[src/rtl/conv_pkg.sv]
// Shared constants, enums and fan-out helpers for the convolution memory loader.
// Sizes cover a 5x5 filter over a 7x7 ifmap feeding five row-stationary PEs.
package conv_pkg;

  localparam int FILT_DIM   = 5;
  localparam int IFMAP_DIM  = 7;
  localparam int OUT_DIM    = 3;
  localparam int NUM_PE     = 5;
  localparam int TOTAL_PKTS = 130;

  typedef enum logic {
    PKT_FILT  = 1'b0,
    PKT_IFMAP = 1'b1
  } pkt_type_t;

  typedef enum logic [2:0] {
    ST_IDLE,
    ST_RD,
    ST_WAIT,
    ST_SEND,
    ST_DONE
  } ld_state_t;

  // Filter row r lives in PE r; ifmap row r is consumed by PEs max(0,r-2)..min(4,r).
  function automatic logic [2:0] first_pe(pkt_type_t ph, logic [2:0] row);
    if (ph == PKT_FILT)                 return row;
    else if (row < 3'(OUT_DIM - 1))     return 3'd0;
    else                                return row - 3'(OUT_DIM - 1);
  endfunction

  function automatic logic [2:0] last_pe(pkt_type_t ph, logic [2:0] row);
    if (ph == PKT_FILT)                 return row;
    else if (row > 3'(NUM_PE - 1))      return 3'(NUM_PE - 1);
    else                                return row;
  endfunction

endpackage

[src/rtl/mem_read_hold.sv]
// Issues one SRAM read and captures the returned word one cycle later.
// The captured value is held until the next read lands, so fan-out reuses it.
module mem_read_hold #(
  parameter int DATA_W = 8,
  parameter int ADDR_W = 7
) (
  input  logic              clk,
  input  logic              rst_n,
  input  logic              rd_req,
  input  logic [ADDR_W-1:0] rd_addr,
  output logic              mem_rd_en,
  output logic [ADDR_W-1:0] mem_addr,
  input  logic [DATA_W-1:0] mem_rdata,
  output logic [DATA_W-1:0] hold_data
);

  logic pending;

  assign mem_rd_en = rd_req;
  assign mem_addr  = rd_req ? rd_addr : '0;

  always_ff @(posedge clk or negedge rst_n) begin
    if (!rst_n) begin
      pending   <= 1'b0;
      hold_data <= '0;
    end else begin
      pending <= rd_req;
      if (pending) hold_data <= mem_rdata;
    end
  end

endmodule

[src/rtl/conv_mem_loader.sv]
// Streams filter then ifmap words from SRAM to the five PEs as addressed packets,
// bracketed by a start handshake in and a done handshake out.
//
//   state   | meaning
//   IDLE    | waiting for start token, start_ready high
//   RD      | SRAM read strobe for current element, pick first consumer PE
//   WAIT    | SRAM data returns into hold register
//   SEND    | packet offered to PE network, one per consumer
//   DONE    | done token offered until accepted
module conv_mem_loader
  import conv_pkg::*;
#(
  parameter int DATA_W     = 8,
  parameter int ADDR_W     = 7,
  parameter int FILT_BASE  = 0,
  parameter int IFMAP_BASE = 32
) (
  input  logic              clk,
  input  logic              rst_n,
  input  logic              start_valid,
  output logic              start_ready,
  output logic              done_valid,
  input  logic              done_ready,
  output logic              mem_rd_en,
  output logic [ADDR_W-1:0] mem_addr,
  input  logic [DATA_W-1:0] mem_rdata,
  output logic              pkt_valid,
  input  logic              pkt_ready,
  output logic [2:0]        pkt_dest,
  output logic              pkt_type,
  output logic [DATA_W-1:0] pkt_data,
  output logic              pkt_last,
  output logic              busy
);

  ld_state_t         state, state_nxt;
  pkt_type_t         phase;
  logic [2:0]        row, col, dest, max_idx;
  logic [7:0]        pkt_cnt;
  logic              rd_req, accept, send_hs, more_dest, last_col, last_row;
  logic [ADDR_W-1:0] rd_addr;
  logic [DATA_W-1:0] hold_data;

  assign max_idx   = (phase == PKT_FILT) ? 3'(FILT_DIM - 1) : 3'(IFMAP_DIM - 1);
  assign last_col  = (col == max_idx);
  assign last_row  = (row == max_idx);
  assign more_dest = (dest != last_pe(phase, row));
  assign accept    = (state == ST_IDLE) && start_valid;
  assign send_hs   = (state == ST_SEND) && pkt_ready;

  always_comb begin
    if (phase == PKT_FILT)
      rd_addr = ADDR_W'(FILT_BASE) + ADDR_W'(row) * ADDR_W'(FILT_DIM) + ADDR_W'(col);
    else
      rd_addr = ADDR_W'(IFMAP_BASE) + ADDR_W'(row) * ADDR_W'(IFMAP_DIM) + ADDR_W'(col);
  end

  always_ff @(posedge clk or negedge rst_n) begin
    if (!rst_n) state <= ST_IDLE;
    else        state <= state_nxt;
  end

  always_comb begin
    state_nxt = state;
    rd_req    = 1'b0;
    case (state)
      ST_IDLE: if (start_valid) state_nxt = ST_RD;
      ST_RD: begin
        rd_req    = 1'b1;
        state_nxt = ST_WAIT;
      end
      ST_WAIT: state_nxt = ST_SEND;
      ST_SEND: begin
        if (pkt_ready && !more_dest) begin
          if (phase == PKT_IFMAP && last_row && last_col) state_nxt = ST_DONE;
          else                                            state_nxt = ST_RD;
        end
      end
      ST_DONE: if (done_ready) state_nxt = ST_IDLE;
      default: state_nxt = ST_IDLE;
    endcase
  end

  always_ff @(posedge clk or negedge rst_n) begin
    if (!rst_n) begin
      phase   <= PKT_FILT;
      row     <= '0;
      col     <= '0;
      dest    <= '0;
      pkt_cnt <= '0;
    end else if (accept) begin
      phase   <= PKT_FILT;
      row     <= '0;
      col     <= '0;
      pkt_cnt <= '0;
    end else if (state == ST_RD) begin
      dest <= first_pe(phase, row);
    end else if (send_hs) begin
      pkt_cnt <= pkt_cnt + 8'd1;
      if (more_dest) begin
        dest <= dest + 3'd1;
      end else if (last_col) begin
        col <= '0;
        if (last_row) begin
          row <= '0;
          if (phase == PKT_FILT) phase <= PKT_IFMAP;
        end else begin
          row <= row + 3'd1;
        end
      end else begin
        col <= col + 3'd1;
      end
    end
  end

  mem_read_hold #(
    .DATA_W(DATA_W),
    .ADDR_W(ADDR_W)
  ) u_rd (
    .clk      (clk),
    .rst_n    (rst_n),
    .rd_req   (rd_req),
    .rd_addr  (rd_addr),
    .mem_rd_en(mem_rd_en),
    .mem_addr (mem_addr),
    .mem_rdata(mem_rdata),
    .hold_data(hold_data)
  );

  assign start_ready = (state == ST_IDLE);
  assign done_valid  = (state == ST_DONE);
  assign busy        = (state != ST_IDLE);
  assign pkt_valid   = (state == ST_SEND);
  assign pkt_dest    = dest;
  assign pkt_type    = phase;
  assign pkt_data    = hold_data;
  assign pkt_last    = (state == ST_SEND) && (pkt_cnt == 8'(TOTAL_PKTS - 1));

endmodule

[config.mk]
export PLATFORM = sky130hd
export DESIGN_NAME = conv_mem_loader
export DESIGN_NICKNAME = d
export VERILOG_FILES = /design/src/rtl/conv_pkg.sv /design/src/rtl/mem_read_hold.sv /design/src/rtl/conv_mem_loader.sv
export SDC_FILE = /design/constraint.sdc
export NUM_CORES = 1
export LEC_CHECK = 0
export CAP_MARGIN = 10
export CORE_MARGIN = 3
export CORE_UTILIZATION = 60
export CTS_CLUSTER_DIAMETER = 200
export CTS_CLUSTER_SIZE = 30
export DETAILED_ROUTE_END_ITERATION = 10
export DONT_BUFFER_PORTS = 1
export PLACE_DENSITY = 0.85
export SLEW_MARGIN = 20
export SYNTH_ARGS = -nofsm -noshare
export SYNTH_HDL_FRONTEND = slang
export SYNTH_SLANG_ARGS = --single-unit
[constraint.sdc]
create_clock -name clk -period 4.64 [get_ports clk]
set_input_delay 1.392 -clock clk [delete_from_list [all_inputs] [get_ports clk]]
set_output_delay 1.392 -clock clk [all_outputs]
set_load 0.005 [all_outputs]
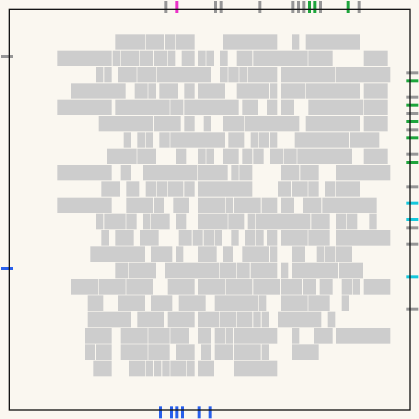
(run_1/pins.png)
(6 px per um) Pins as bars across the die edge, other pins in gray.
Key: `pkt_valid` = magenta [pins 1, direction output, edge north]; `pkt_dest` = cyan [pins 3, direction output, edge east]; `mem_addr` = blue [pins 7, direction output, edge 6 south, 1 west]; `mem_rdata` = green [pins 8, direction input, edge 5 east, 3 north]
All pins by edge: 17 east, 13 north, 6 south, 2 west.

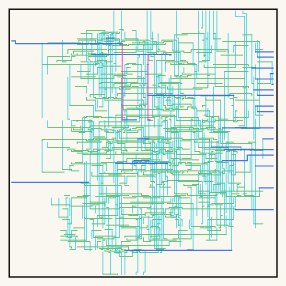
(run_1/metal_stack.png)
(4 px per um)
Key: met3 = blue [wire length 242 um]; met1 = green [wire length 1,970 um]; met4 = magenta [wire length 35.4 um]; met2 = cyan [wire length 2,160 um]
Tot GR Track Use: 0.2190
via count: 1,626
total routed wirelength: 4.406 mm
post-DR wirelength/cell: 16.26 um

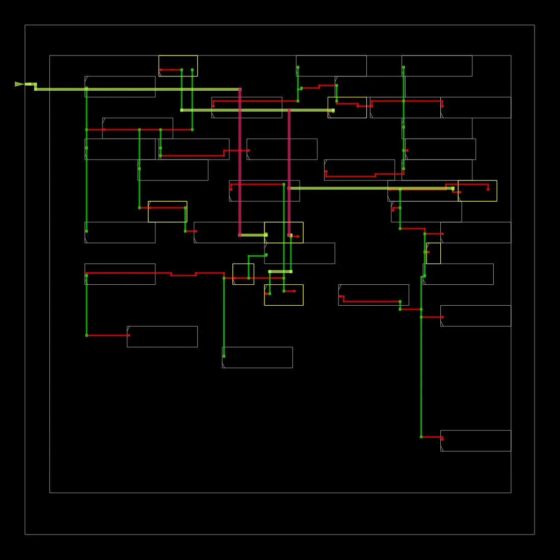
(run_1/final_clocks.png)
seq_cells: 30
Clk power: 0.000223 W
Final Skew: 1.244 ps
CTS buffer count: 5
Worst-Skew Late Latency: 280 ps

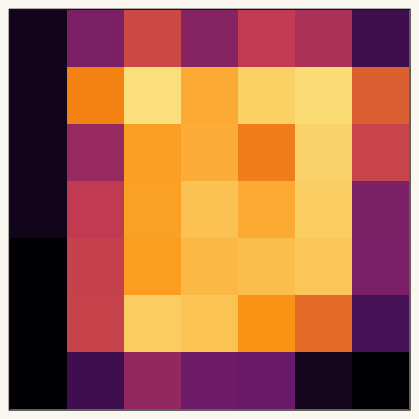
(run_1/density.png)
(6 px per um) The die is cut into 7 by 7 equal tiles; black is low, pale yellow is high, 0 to 100% covered.
The densest ninth of the die: center. The mean over all tiles is 52%. 37% of the tiles are over 75% full. 8.2% of the tiles are nearly empty. The emptiest ninth of the die: south-west.
FP Util: 0.6390
Core Util, Final: 0.6787
core area: 3442 um^2

[run 1: state kept, by name, summed over array words and instances (netlist names)]
register        cells
col                 3
pkt_cnt             8
pkt_dest            3
pkt_type            1
row                 3
state               3
u_rd.hold_data      8
u_rd.pending        1
[run 1: final timing paths]
kind,slack [ps],start,cells after the start,endpoint
setup reg to reg,2030,pkt_type,5,row[2]
max in group asynchronous,3770,rst_n,0,col[2]
hold reg to reg,540,u_rd.hold_data[6],1,u_rd.hold_data[6]
min in group asynchronous,800,rst_n,0,pkt_dest[1]
setup / recovery,190,row[0],9,mem_addr[5]
hold / removal,540,u_rd.hold_data[6],1,u_rd.hold_data[6]
[run 1: cell type report]
cell class	count	area, um^2
Timing Repair Buffer	3	22.52
Inverter	14	52.55
Clock buffer	6	82.58
Sequential cell	30	750.7
Tap cell	46	57.56
Multi-Input combinational cell	170	1358
Clock inverter	2	12.51
Fill cell	251	1106
[run 1: power breakdown]
group          internal, W  switching [W]  total, W  leakage, nW
combinational     0.000293       0.000347  0.000640        0.684
sequential        0.000364       0.000140  0.000504        0.371
clock             0.000119       0.000104  0.000223       0.0472
total             0.000777       0.000591   0.00137         1.10
[run 1: worst max-delay path, delay by kind of cell (launching register included)]
| kind | cells | cell delay, ps |
|---|---|---|
| AND-OR/OR-AND | 3 | 470 |
| XOR/XNOR | 1 | 130 |
| adder cells (fa/ha/maj) | 3 | 1520 |
| buffers and inverters | 2 | 140 |
| flip-flops | 1 | 520 |
[run 1: metrics by stage]
| step | cell area, um^2 | util | cells | power (W) |
|---|---|---|---|---|
| final | 2336 | 0.6787 | 271 | 0.001368 |
| after detailed placement | 2241 | 0.6510 | 263 | 0.001147 |
| after global routing | 2336 | 0.6787 | 271 | 0.001495 |
| after floorplan | 2200 | - | 222 | 0.0009920 |
| after CTS | 2336 | 0.6787 | 271 | 0.001375 |
| after global placement | 2241 | 0.6510 | 263 | 0.001112 |
[run 1: logic make-up (layout without fill, tap and decap cells)]
group           after synthesis  after routing  share of synthesized area
simple gates                 68             68                     0.1650
compound gates               41             41                     0.1251
fa+ha+maj                    31             31                     0.1934
flops                        30             30                     0.3413
buf+inv                      22             25                    0.04152
mux                          16             16                    0.07793
xor+xnor                     14             14                    0.05575
[run 1: Yosys cell counts, drive strengths merged (2+ instances only)]
master,n
dfrtp,30
ha,26
nor2,21
inv,14
a21oi,12
nand2,12
o21ai,10
mux2,9
xor2,9
mux2i,7
nand3,7
clkbuf,6
nand2b,6
fa,5
xnor2,5
a21o,4
nand4,4
a211oi,3
nor4,3
o31ai,3
buf,2
nor2b,2
or3,2
or4,2
[run 1: routing by layer]
layer,vias to the layer above,share of wire,global-route usage
met2,39,0.49,0.3441
met3,5,0.055,0.06745
li1,788,-,-
met4,0,0.0079,0.06345
met1,794,0.45,0.2892
met5,-,0,0
==> results.cfg, run 1 <==
; implementation run metrics
[power]
power-per-cell-area_nw_per_um2 = 585.5
p_leak_nw = 1.102

[sta]
maxSlewViolCount = 0
clock.fmax_ghz = 0.2245
rsz0062_at_grt = false

[setup_path]
critPathSlowestCell = fa_1

[clocking]
ctsHoldBuffers = 0
cts_tree = built

[synthesis]
flop_cell = dfrtp_1
yosys_area_um2 = 2200
synth_seq_share = 0.3413
top_area_cell = dfrtp_1
top_area_frac = 0.3413
yosys_warnings = 0
avgSynthCellArea_um2 = 9.908

[status]
outcome = completed

[final_layout]
fin_nets = 268
lay_top_count = dfrtp_1
diodes = 0

[global_route]
antenna_found_initial = 0

[placement]
dp_hpwl_mm = 3.309

[drt]
ant_nets = 0
dr.pass1.iters = 4

[worst_hold_path]
hp-class = reg2reg
==> inputs of run 2 (changes only) <==
--- a/config.mk
+++ b/config.mk
@@ -8,7 +8,6 @@
 export CAP_MARGIN = 10
 export CORE_MARGIN = 3
 export CORE_UTILIZATION = 60
-export CTS_CLUSTER_DIAMETER = 200
 export CTS_CLUSTER_SIZE = 30
 export DETAILED_ROUTE_END_ITERATION = 10
 export DONT_BUFFER_PORTS = 1
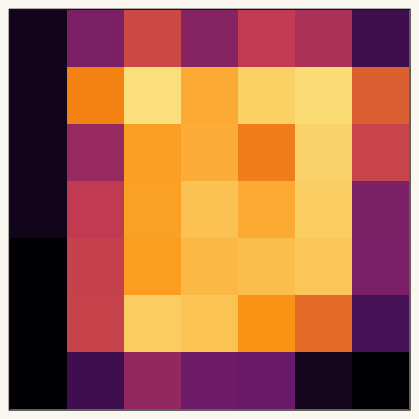
(run_2/density.png)
(6 px per um) The die is cut into 7 by 7 equal tiles; black is low, pale yellow is high, 0 to 100% covered.
The fullest tile reaches 93%. 8.2% of the tiles are nearly empty. The densest ninth of the die: center. The emptiest ninth of the die: south-west. 37% of the tiles are over 75% full. The mean over all tiles is 52%.

==> results.cfg, run 2 <==
; implementation run metrics
[setup_path]
cp.arrival_ps = 3060
cpMostUsedCell = fa_1
critPathSlowestCell = fa_1
critPathBufInv = 2
r2r_setup_slack_ps = 2030
cp_top_family = adder cells

[synthesis]
synth_seq_share = 0.3413
top_area_frac = 0.3413
common_cells = dfrtp_1, ha_1, nor2_1
avgSynthCellArea_um2 = 9.908
flop_cell = dfrtp_1
synthTopCellsByArea = dfrtp_1, ha_1, fa_1
yosys_warnings = 0
yosys_area_um2 = 2200
fp_nets = 266
ys_types = 46
top_area_cell = dfrtp_1
synth.most_common_cell = dfrtp_1

[run]
cap_violations = 0

[final_layout]
reg_top3 = pkt_cnt x8, u_rd.hold_data x8
lay_top_count = dfrtp_1
fill_cells = 251
fin_nets = 268
final_cells = 271

[global_route]
antenna_found_initial = 0
grt_use_total = 0.2190

[placement]
place_inst = 263
dp_hpwl_mm = 3.309

[worst_hold_path]
hp-class = reg2reg

[power]
power-per-cell-area_nw_per_um2 = 585.5
p_leak_nw = 1.102

[floorplanning]
core_um2 = 3442
initCoreUtil = 0.6390

[drt]
dr.pass1.iters = 4
via_count = 1626
wl_per_cell_um = 16.26
wl_mm = 4.406
ant_nets = 0

[sta]
clock.fmax_ghz = 0.2245
relSlewSlack = 0.4733
maxSlewViolCount = 0

[clocking]
numCtsBuffers = 5
cts_tree = built
insertion_delay_ps = 280

[status]
outcome = completed
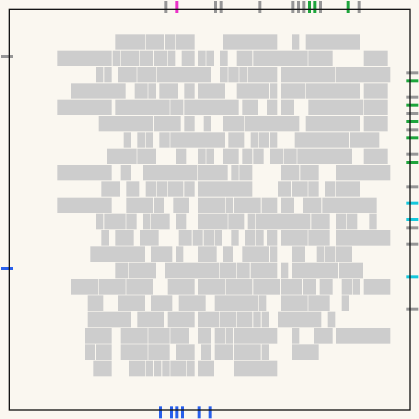
(run_2/pins.png)
(6 px per um) Pins as bars across the die edge, other pins in gray.
Key: `mem_rdata` = green [pins 8, direction input, edge 5 east, 3 north]; `pkt_valid` = magenta [pins 1, direction output, edge north]; `pkt_dest` = cyan [pins 3, direction output, edge east]; `mem_addr` = blue [pins 7, direction output, edge 6 south, 1 west]
All pins by edge: 17 east, 13 north, 6 south, 2 west.
die height: 66.55 um
die width: 66.55 um
Port Buffer Count: 0

==> run 2: cell counts in the layout (fill, tap and decap cells not counted) <==
Identical to the previous run, type by type.
==> run 2: area by class of cell <==
| class | count | area [um^2] | area share |
|---|---|---|---|
| timing repair buffer | 3 | 22.52 | 0.009641 |
| clock inverter | 2 | 12.51 | 0.005356 |
| sequential | 30 | 750.7 | 0.3214 |
| tap | 46 | 57.56 | 0.02464 |
| clock buffer | 6 | 82.58 | 0.03535 |
| multi-input combinational | 170 | 1358 | 0.5811 |
| inverter | 14 | 52.55 | 0.02250 |
==> run 2: logic make-up after synthesis <==
group | count (synthesis) | share of synthesized area
XOR/XNOR | 14 | 0.05575
flip-flops | 30 | 0.3413
buffers and inverters | 22 | 0.04152
multiplexers | 16 | 0.07793
AND-OR/OR-AND | 41 | 0.1251
adder cells (fa/ha/maj) | 31 | 0.1934
AND/OR/NAND/NOR | 68 | 0.1650
==> run 2: worst paths after layout <==
kind / start / cells past startpoint / endpoint
worst min register to register: u_rd.hold_data[6] / 1 / u_rd.hold_data[6]
max in group asynchronous: rst_n / 0 / col[2]
min in group asynchronous: rst_n / 0 / pkt_dest[1]
worst max-delay path: row[0] / 9 / mem_addr[5]
worst min-delay path: u_rd.hold_data[6] / 1 / u_rd.hold_data[6]
worst max register to register: pkt_type / 5 / row[2]
==> run 2: per-layer routing <==
metal / vias to the layer above / wire, um / global-route usage
met1: 794 / 1970 / 0.2892
met4: 0 / 35 / 0.06345
li1: 788 / - / -
met3: 5 / 241 / 0.06745
met2: 39 / 2158 / 0.3441
met5: - / 0 / 0
==> run 2: stage by stage <==
stage	area, um^2	setup slack (ps)	hold WS [ps]	total power, W	util
4_1_cts	2336	182.0	539.6	0.001375	0.6787
6_report	2336	185.3	537.5	0.001368	0.6787
2_1_floorplan	2200	607.7	488.8	0.0009920	-
3_3_place_gp	2241	557.6	518.4	0.001112	0.6510
3_5_place_dp	2241	514.8	525.0	0.001147	0.6510
5_1_grt	2336	2.675	555.3	0.001495	0.6787
==> run 2: report_power, final <==
part | internal [W] | switching, W
clock | 0.000119 | 0.000104
combinational | 0.000293 | 0.000347
sequential | 0.000364 | 0.000140
total | 0.000777 | 0.000591
==> inputs of run 3 (changes only) <==
--- a/config.mk
+++ b/config.mk
@@ -8,10 +8,13 @@
 export CAP_MARGIN = 10
 export CORE_MARGIN = 3
 export CORE_UTILIZATION = 60
+export CTS_CLUSTER_DIAMETER = 40
 export CTS_CLUSTER_SIZE = 30
 export DETAILED_ROUTE_END_ITERATION = 10
 export DONT_BUFFER_PORTS = 1
+export GPL_TIMING_DRIVEN = 0
 export PLACE_DENSITY = 0.85
+export REMOVE_ABC_BUFFERS = 1
 export SLEW_MARGIN = 20
 export SYNTH_ARGS = -nofsm -noshare
 export SYNTH_HDL_FRONTEND = slang
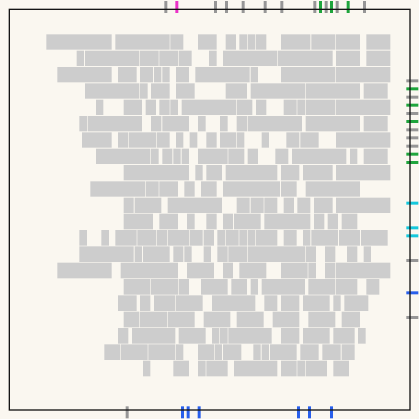
(run_3/pins.png)
(6 px per um) Pins as bars across the die edge, other pins in gray.
Key: `mem_rdata` = green [pins 8, direction input, edge 5 east, 3 north]; `mem_addr` = blue [pins 7, direction output, edge 6 south, 1 east]; `pkt_valid` = magenta [pins 1, direction output, edge north]; `pkt_dest` = cyan [pins 3, direction output, edge east]

==> results.cfg, run 3 <==
; implementation run metrics
[synthesis]
synth.most_common_cell = dfrtp_1
yosys_area_um2 = 2200
synthTopCellsByArea = dfrtp_1, ha_1, fa_1
ys_types = 46
common_cells = dfrtp_1, ha_1, nor2_1
top_area_frac = 0.3413
synth_seq_share = 0.3413
avgSynthCellArea_um2 = 9.908
top_area_cell = dfrtp_1
yosys_warnings = 0

[setup_path]
cp.arrival_ps = 3060

[sta]
rsz0062_at_grt = false
maxSlewViolCount = 0
finClkSkew_ps = 7.879

[worst_hold_path]
hold_depth = 1
hp-class = reg2reg

[drt]
dr.pass1.iters = 4
ant_nets = 0
via_count = 1602
wl_mm = 4.417
wl_per_cell_um = 16.48

[final_layout]
lay_top_count = dfrtp_1
fin_nets = 265
postLayoutCellArea_um2 = 2374
diodes = 0

[global_route]
antenna_found_initial = 0
grt_use_total = 0.2227

[power]
power-per-cell-area_nw_per_um2 = 621.9
p_leak_nw = 1.110

[run]
cap_violations = 0

[floorplanning]
core_um2 = 3442
initCoreUtil = 0.6390
die_y_um = 66.55

[placement]
port_buffers = 0

[clocking]
numCtsBuffers = 5

[status]
outcome = completed
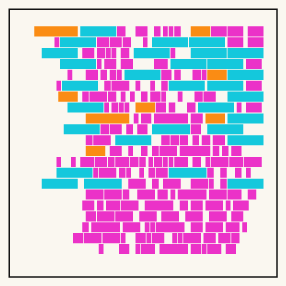
(run_3/cell_classes.png)
(4 px per um)
Key: clock drivers and dummy loads = orange [cells 8]; flip-flops = cyan [cells 30]; all other logic = magenta [cells 184]
Row Count: 21
flop share of the area: 0.3179

[run 3: final cells by class]
class | instances | area [um^2] | share of cell area
Multi-Input combinational cell | 170 | 1366 | 0.5756
Clock inverter | 2 | 60.06 | 0.02530
Sequential cell | 30 | 754.5 | 0.3179
Clock buffer | 6 | 82.58 | 0.03479
Inverter | 14 | 52.55 | 0.02214
Tap cell | 46 | 57.56 | 0.02425
[run 3: layer usage]
metal / global-route usage / wire length [um] / up-vias / share of wire
met4: 0.05838 / 37 / 0 / 0.0084
met5: 0 / 0 / - / 0
li1: - / - / 783 / -
met3: 0.05228 / 182 / 4 / 0.041
met1: 0.3061 / 1967 / 774 / 0.45
met2: 0.3515 / 2230 / 41 / 0.50
[run 3: repair_timing]
| item | CTS | global route |
|---|---|---|
| gates resized | 0 | 3 |
| hold buffers | 0 | 0 |
| endpoints found under the setup margin | 0 | 2 |
[run 3: kinds of logic (layout without fill, tap and decap cells)]
| group | Yosys count | in the layout | share of synthesized area |
|---|---|---|---|
| buf+inv | 22 | 22 | 0.04152 |
| simple gates | 68 | 68 | 0.1650 |
| compound gates | 41 | 41 | 0.1251 |
| mux | 16 | 16 | 0.07793 |
| flops | 30 | 30 | 0.3413 |
| xor+xnor | 14 | 14 | 0.05575 |
| fa+ha+maj | 31 | 31 | 0.1934 |
[run 3: critical path: stages (launching register included)]
cell and delay (ps):
dfrtp_2 540, fa_1 490, fa_1 520, inv_1 60, fa_1 440, inv_1 70, a21o_1 140, a21oi_1 90
xnor2_1 130, a211oi_1 290
[run 3: final timing paths]
check	start	end	slack (ps)
max	row[2]	mem_addr[5]	180
min	u_rd.hold_data[2]	u_rd.hold_data[2]	540
max reg2reg	pkt_type	row[2]	1960
min reg2reg	u_rd.hold_data[2]	u_rd.hold_data[2]	540
max in group asynchronous	rst_n	pkt_cnt[0]	3750
min in group asynchronous	rst_n	row[0]	800
[run 3: power groups by stage]
stage | logic, W | clock network [W] | registers [W]
2_1_floorplan | 0.000501 | 0 | 0.000482
3_3_place_gp | 0.000590 | 0 | 0.000513
3_5_place_dp | 0.000627 | 0 | 0.000521
4_1_cts | 0.000636 | 0.000329 | 0.000517
5_1_grt | 0.000732 | 0.000341 | 0.000542
6_report | 0.000633 | 0.000325 | 0.000518
[run 3: metrics by stage]
| stage | util | power (W) | std cells | setup slack (ps) |
|---|---|---|---|---|
| 3_5_place_dp | 0.6470 | 0.001148 | 260 | 347.2 |
| 4_1_cts | 0.6885 | 0.001483 | 268 | 22.36 |
| 3_3_place_gp | 0.6445 | 0.001103 | 260 | 384.9 |
| 6_report | 0.6896 | 0.001476 | 268 | 183.4 |
| 5_1_grt | 0.6896 | 0.001615 | 268 | 19.35 |
| 2_1_floorplan | - | 0.0009826 | 214 | 607.7 |
Power and IR drop assume default switching activity.
